===== src/rtl/fifo_mem_ctrl.sv =====
`default_nettype none
// ============================================================================
// Module   : fifo_mem_ctrl
// Purpose  : Single-clock controller for an external FIFO memory. Owns the
//            write/read pointers and the full/empty/count status. Shares the
//            memory's single write port among NUM_REQ push requesters using
//            round-robin arbitration. Drives the memory write address/data
//            and read address. The memory writes on every edge, so when no
//            push is accepted the controller re-drives the last write
//            (same address, same data), which never disturbs a valid entry.
// Revision : 1.0 - initial release
// ----------------------------------------------------------------------------
// Optional feature macro: FIFO_CTRL_ERR_EN
//   When defined, adds the sticky error flags err_overflow / err_underflow
//   and the clear input err_clr.
// ----------------------------------------------------------------------------
// Ports
//   wr_clk        in   1                   clock for controller and memory
//   wr_rst        in   1                   synchronous active-high reset
//   req           in   NUM_REQ             push request per requester
//   req_data      in   NUM_REQ*DATA_WIDTH  push data, requester i at slice i
//   gnt           out  NUM_REQ             one-hot combinational grant
//   pop           in   1                   read request (ignored when empty)
//   rd_valid      out  1                   memory data_out holds popped entry
//   mem_wr_addrs  out  ADD_WIDTH           memory write address
//   mem_data_in   out  DATA_WIDTH          memory write data
//   mem_rd_addrs  out  ADD_WIDTH           memory read address (= rd_ptr)
//   full          out  1                   count == 2**ADD_WIDTH
//   empty         out  1                   count == 0
//   count         out  ADD_WIDTH+1         occupied entries
//   err_clr       in   1                   (FIFO_CTRL_ERR_EN) clear errors
//   err_overflow  out  1                   (FIFO_CTRL_ERR_EN) req while full
//   err_underflow out  1                   (FIFO_CTRL_ERR_EN) pop while empty
// ============================================================================
module fifo_mem_ctrl #(
  parameter int DATA_WIDTH = 8,
  parameter int ADD_WIDTH  = 3,
  parameter int NUM_REQ    = 4
) (
  input  logic                          wr_clk,
  input  logic                          wr_rst,
  input  logic [NUM_REQ-1:0]            req,
  input  logic [NUM_REQ*DATA_WIDTH-1:0] req_data,
  output logic [NUM_REQ-1:0]            gnt,
  input  logic                          pop,
  output logic                          rd_valid,
  output logic [ADD_WIDTH-1:0]          mem_wr_addrs,
  output logic [DATA_WIDTH-1:0]         mem_data_in,
  output logic [ADD_WIDTH-1:0]          mem_rd_addrs,
  output logic                          full,
  output logic                          empty,
  output logic [ADD_WIDTH:0]            count
`ifdef FIFO_CTRL_ERR_EN
  ,
  input  logic                          err_clr,
  output logic                          err_overflow,
  output logic                          err_underflow
`endif
);

  localparam int                   c_RRW   = (NUM_REQ > 1) ? $clog2(NUM_REQ) : 1;
  localparam logic [c_RRW:0]       c_NREQ  = (c_RRW+1)'(NUM_REQ);
  localparam logic [ADD_WIDTH:0]   c_DEPTH = (ADD_WIDTH+1)'(2**ADD_WIDTH);
  localparam logic [ADD_WIDTH:0]   c_ONE   = (ADD_WIDTH+1)'(1);
  localparam logic [ADD_WIDTH-1:0] c_PONE  = ADD_WIDTH'(1);

  // Registered state
  logic [ADD_WIDTH-1:0]  r_wr_ptr;
  logic [ADD_WIDTH-1:0]  r_rd_ptr;
  logic [ADD_WIDTH:0]    r_count;
  logic                  r_rd_valid;
  logic [c_RRW-1:0]      r_rr_ptr;
  logic [ADD_WIDTH-1:0]  r_last_addr;
  logic [DATA_WIDTH-1:0] r_last_data;

  // Combinational signals
  logic                  w_full;
  logic                  w_empty;
  logic [NUM_REQ-1:0]    w_gnt;
  logic [c_RRW-1:0]      w_gnt_idx;
  logic                  w_push;
  logic                  w_pop;
  logic [DATA_WIDTH-1:0] w_push_data;

  // Reduce a value in [0, 2*NUM_REQ-2] modulo NUM_REQ.
  function automatic logic [c_RRW-1:0] f_wrap(input logic [c_RRW:0] v);
    logic [c_RRW:0] t;
    t = (v >= c_NREQ) ? (v - c_NREQ) : v;
    return t[c_RRW-1:0];
  endfunction

  assign w_full  = (r_count == c_DEPTH);
  assign w_empty = (r_count == '0);

  // Round-robin search: first requester at or after r_rr_ptr, cyclically.
  // Full is judged on the pre-edge count, so a pop while full does not open
  // the write port in the same cycle.
  always_comb begin
    w_gnt     = '0;
    w_gnt_idx = '0;
    w_push    = 1'b0;
    if (!w_full && !wr_rst) begin
      for (int k = 0; k < NUM_REQ; k++) begin
        if (!w_push && req[f_wrap({1'b0, r_rr_ptr} + k[c_RRW:0])]) begin
          w_push    = 1'b1;
          w_gnt_idx = f_wrap({1'b0, r_rr_ptr} + k[c_RRW:0]);
        end
      end
      if (w_push) begin
        w_gnt[w_gnt_idx] = 1'b1;
      end
    end
  end

  assign w_pop       = pop && !w_empty && !wr_rst;
  assign w_push_data = req_data[w_gnt_idx*DATA_WIDTH +: DATA_WIDTH];

  // With no push, park the write port on the last write: it rewrites the
  // same value into either the newest entry or an already-freed slot.
  assign mem_wr_addrs = w_push ? r_wr_ptr    : r_last_addr;
  assign mem_data_in  = w_push ? w_push_data : r_last_data;
  assign mem_rd_addrs = r_rd_ptr;

  assign gnt      = w_gnt;
  assign rd_valid = r_rd_valid;
  assign full     = w_full;
  assign empty    = w_empty;
  assign count    = r_count;

  always_ff @(posedge wr_clk) begin
    if (wr_rst) begin
      r_wr_ptr    <= '0;
      r_rd_ptr    <= '0;
      r_count     <= '0;
      r_rd_valid  <= 1'b0;
      r_rr_ptr    <= '0;
      r_last_addr <= '0;
      r_last_data <= '0;
    end else begin
      r_rd_valid <= w_pop;
      if (w_push) begin
        r_wr_ptr    <= r_wr_ptr + c_PONE;
        r_last_addr <= r_wr_ptr;
        r_last_data <= w_push_data;
        r_rr_ptr    <= f_wrap({1'b0, w_gnt_idx} + (c_RRW+1)'(1));
      end
      if (w_pop) begin
        r_rd_ptr <= r_rd_ptr + c_PONE;
      end
      case ({w_push, w_pop})
        2'b10:   r_count <= r_count + c_ONE;
        2'b01:   r_count <= r_count - c_ONE;
        default: r_count <= r_count;
      endcase
    end
  end

`ifdef FIFO_CTRL_ERR_EN
  logic r_err_ovf;
  logic r_err_udf;

  // Sticky flags; a new error event wins over a same-cycle clear.
  always_ff @(posedge wr_clk) begin
    if (wr_rst) begin
      r_err_ovf <= 1'b0;
      r_err_udf <= 1'b0;
    end else begin
      if ((|req) && w_full) begin
        r_err_ovf <= 1'b1;
      end else if (err_clr) begin
        r_err_ovf <= 1'b0;
      end
      if (pop && w_empty) begin
        r_err_udf <= 1'b1;
      end else if (err_clr) begin
        r_err_udf <= 1'b0;
      end
    end
  end

  assign err_overflow  = r_err_ovf;
  assign err_underflow = r_err_udf;
`endif

endmodule
`default_nettype wire


===== config.mk =====
export PLATFORM = sky130hd
export DESIGN_NAME = fifo_mem_ctrl
export DESIGN_NICKNAME = d
export VERILOG_FILES = /design/src/rtl/fifo_mem_ctrl.sv
export SDC_FILE = /design/constraint.sdc
export NUM_CORES = 1
export LEC_CHECK = 0
export ABC_AREA = 1
export CAP_MARGIN = 10
export CORE_MARGIN = 10
export CORE_UTILIZATION = 35
export DETAILED_ROUTE_END_ITERATION = 8
export HOLD_SLACK_MARGIN = 0.15
export PLACE_DENSITY_LB_ADDON = 0.1
export REMOVE_ABC_BUFFERS = 1
export SYNTH_ARGS = -nofsm -noshare
export SYNTH_HDL_FRONTEND = slang
export SYNTH_SLANG_ARGS = --single-unit
export TNS_END_PERCENT = 5

===== constraint.sdc =====
create_clock -name wr_clk -period 4.3 [get_ports wr_clk]
set_input_delay 0.86 -clock wr_clk [delete_from_list [all_inputs] [get_ports wr_clk]]
set_output_delay 0.86 -clock wr_clk [all_outputs]
set_load 0.02 [all_outputs]

### Layout detail

Window x 60 to 80, y 60 to 80 um. Cells in grey, sequential cells in the stronger grey; small squares are vias.
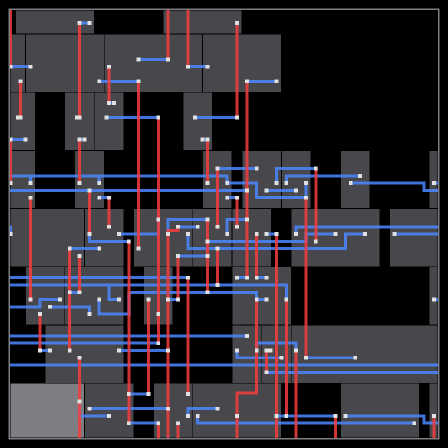
| layer | colour |
|---|---|
| metal 2 | red |
| metal 1 | blue |
most frequent: inv_1 (6), nand2_1 (6), nand3_1 (6)
cells with their middle in the window: 32
sequential cells in the window: 0

### Nets reached from selected ports

Drawn at 4 px/um.
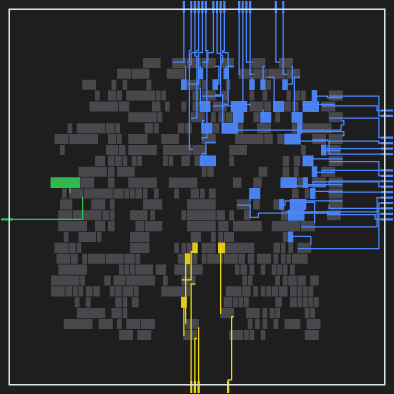
| port | colour | direction | edge | end cells | buffers | wire |
|---|---|---|---|---|---|---|
| gnt | yellow | output | south | 4 | 4 | 120 um |
| rd_valid | green | output | west | 1 | 1 | 27.3 um |
| req_data | blue | input | 16 east, 16 north | 32 | 32 | 902 um |

==> results_slide.txt <==
Implementation Results

Route
  – Met2 wire len: 2.34 mm
  – Final ANT Viol Nets: 0

Pwr
  – Seq pwr share: 20.0%
  – Comb pwr: 1.21 mW
  – Sw frac: 49.1%

Setup path
  – R2R Setup Slk: 1.38 ns
  – CP required: 3.44 ns
  – Crit. path cell count: 13

Final timing
  – Final WS setup: 0.226 ns
  – Crit path time final: 4.07 ns
  – Setup TNS: 0 ns

Job
  – Log Warnings: 25
  – Max_cap viols: 0

Floorplanning
  – Core Box Area: 0.00517 sq mm

Cells and area
  – Finished Layout Cells: 416
  – Signal inverters: 54
  – Layout cell share with drive strength beyond 1: 11.3%
  – Ant diodes: 0

Status
  – Status: complete, no violations

Synthesis
  – Yosys Instances: 285
  – Yosys adder share: 4.37%
  – Cell area after synthesis: 0.00189 sq mm

Global routing
  – Met2 Use GR: 19.4%

Place
  – PortBufs: 63
### Clock nets

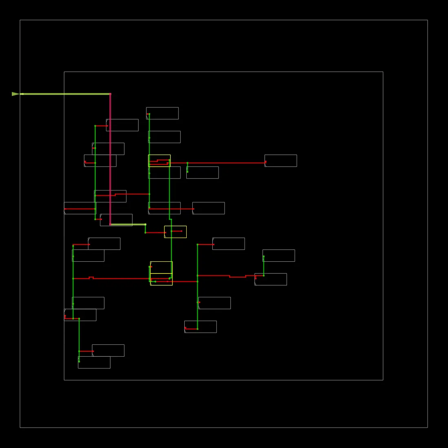
Clock Power: 151 uW
Clock Skew: 0.00370 ns
flop count: 24
Clock Sinks: 24

No activity file was given, so power comes from the tool's default toggle rates.
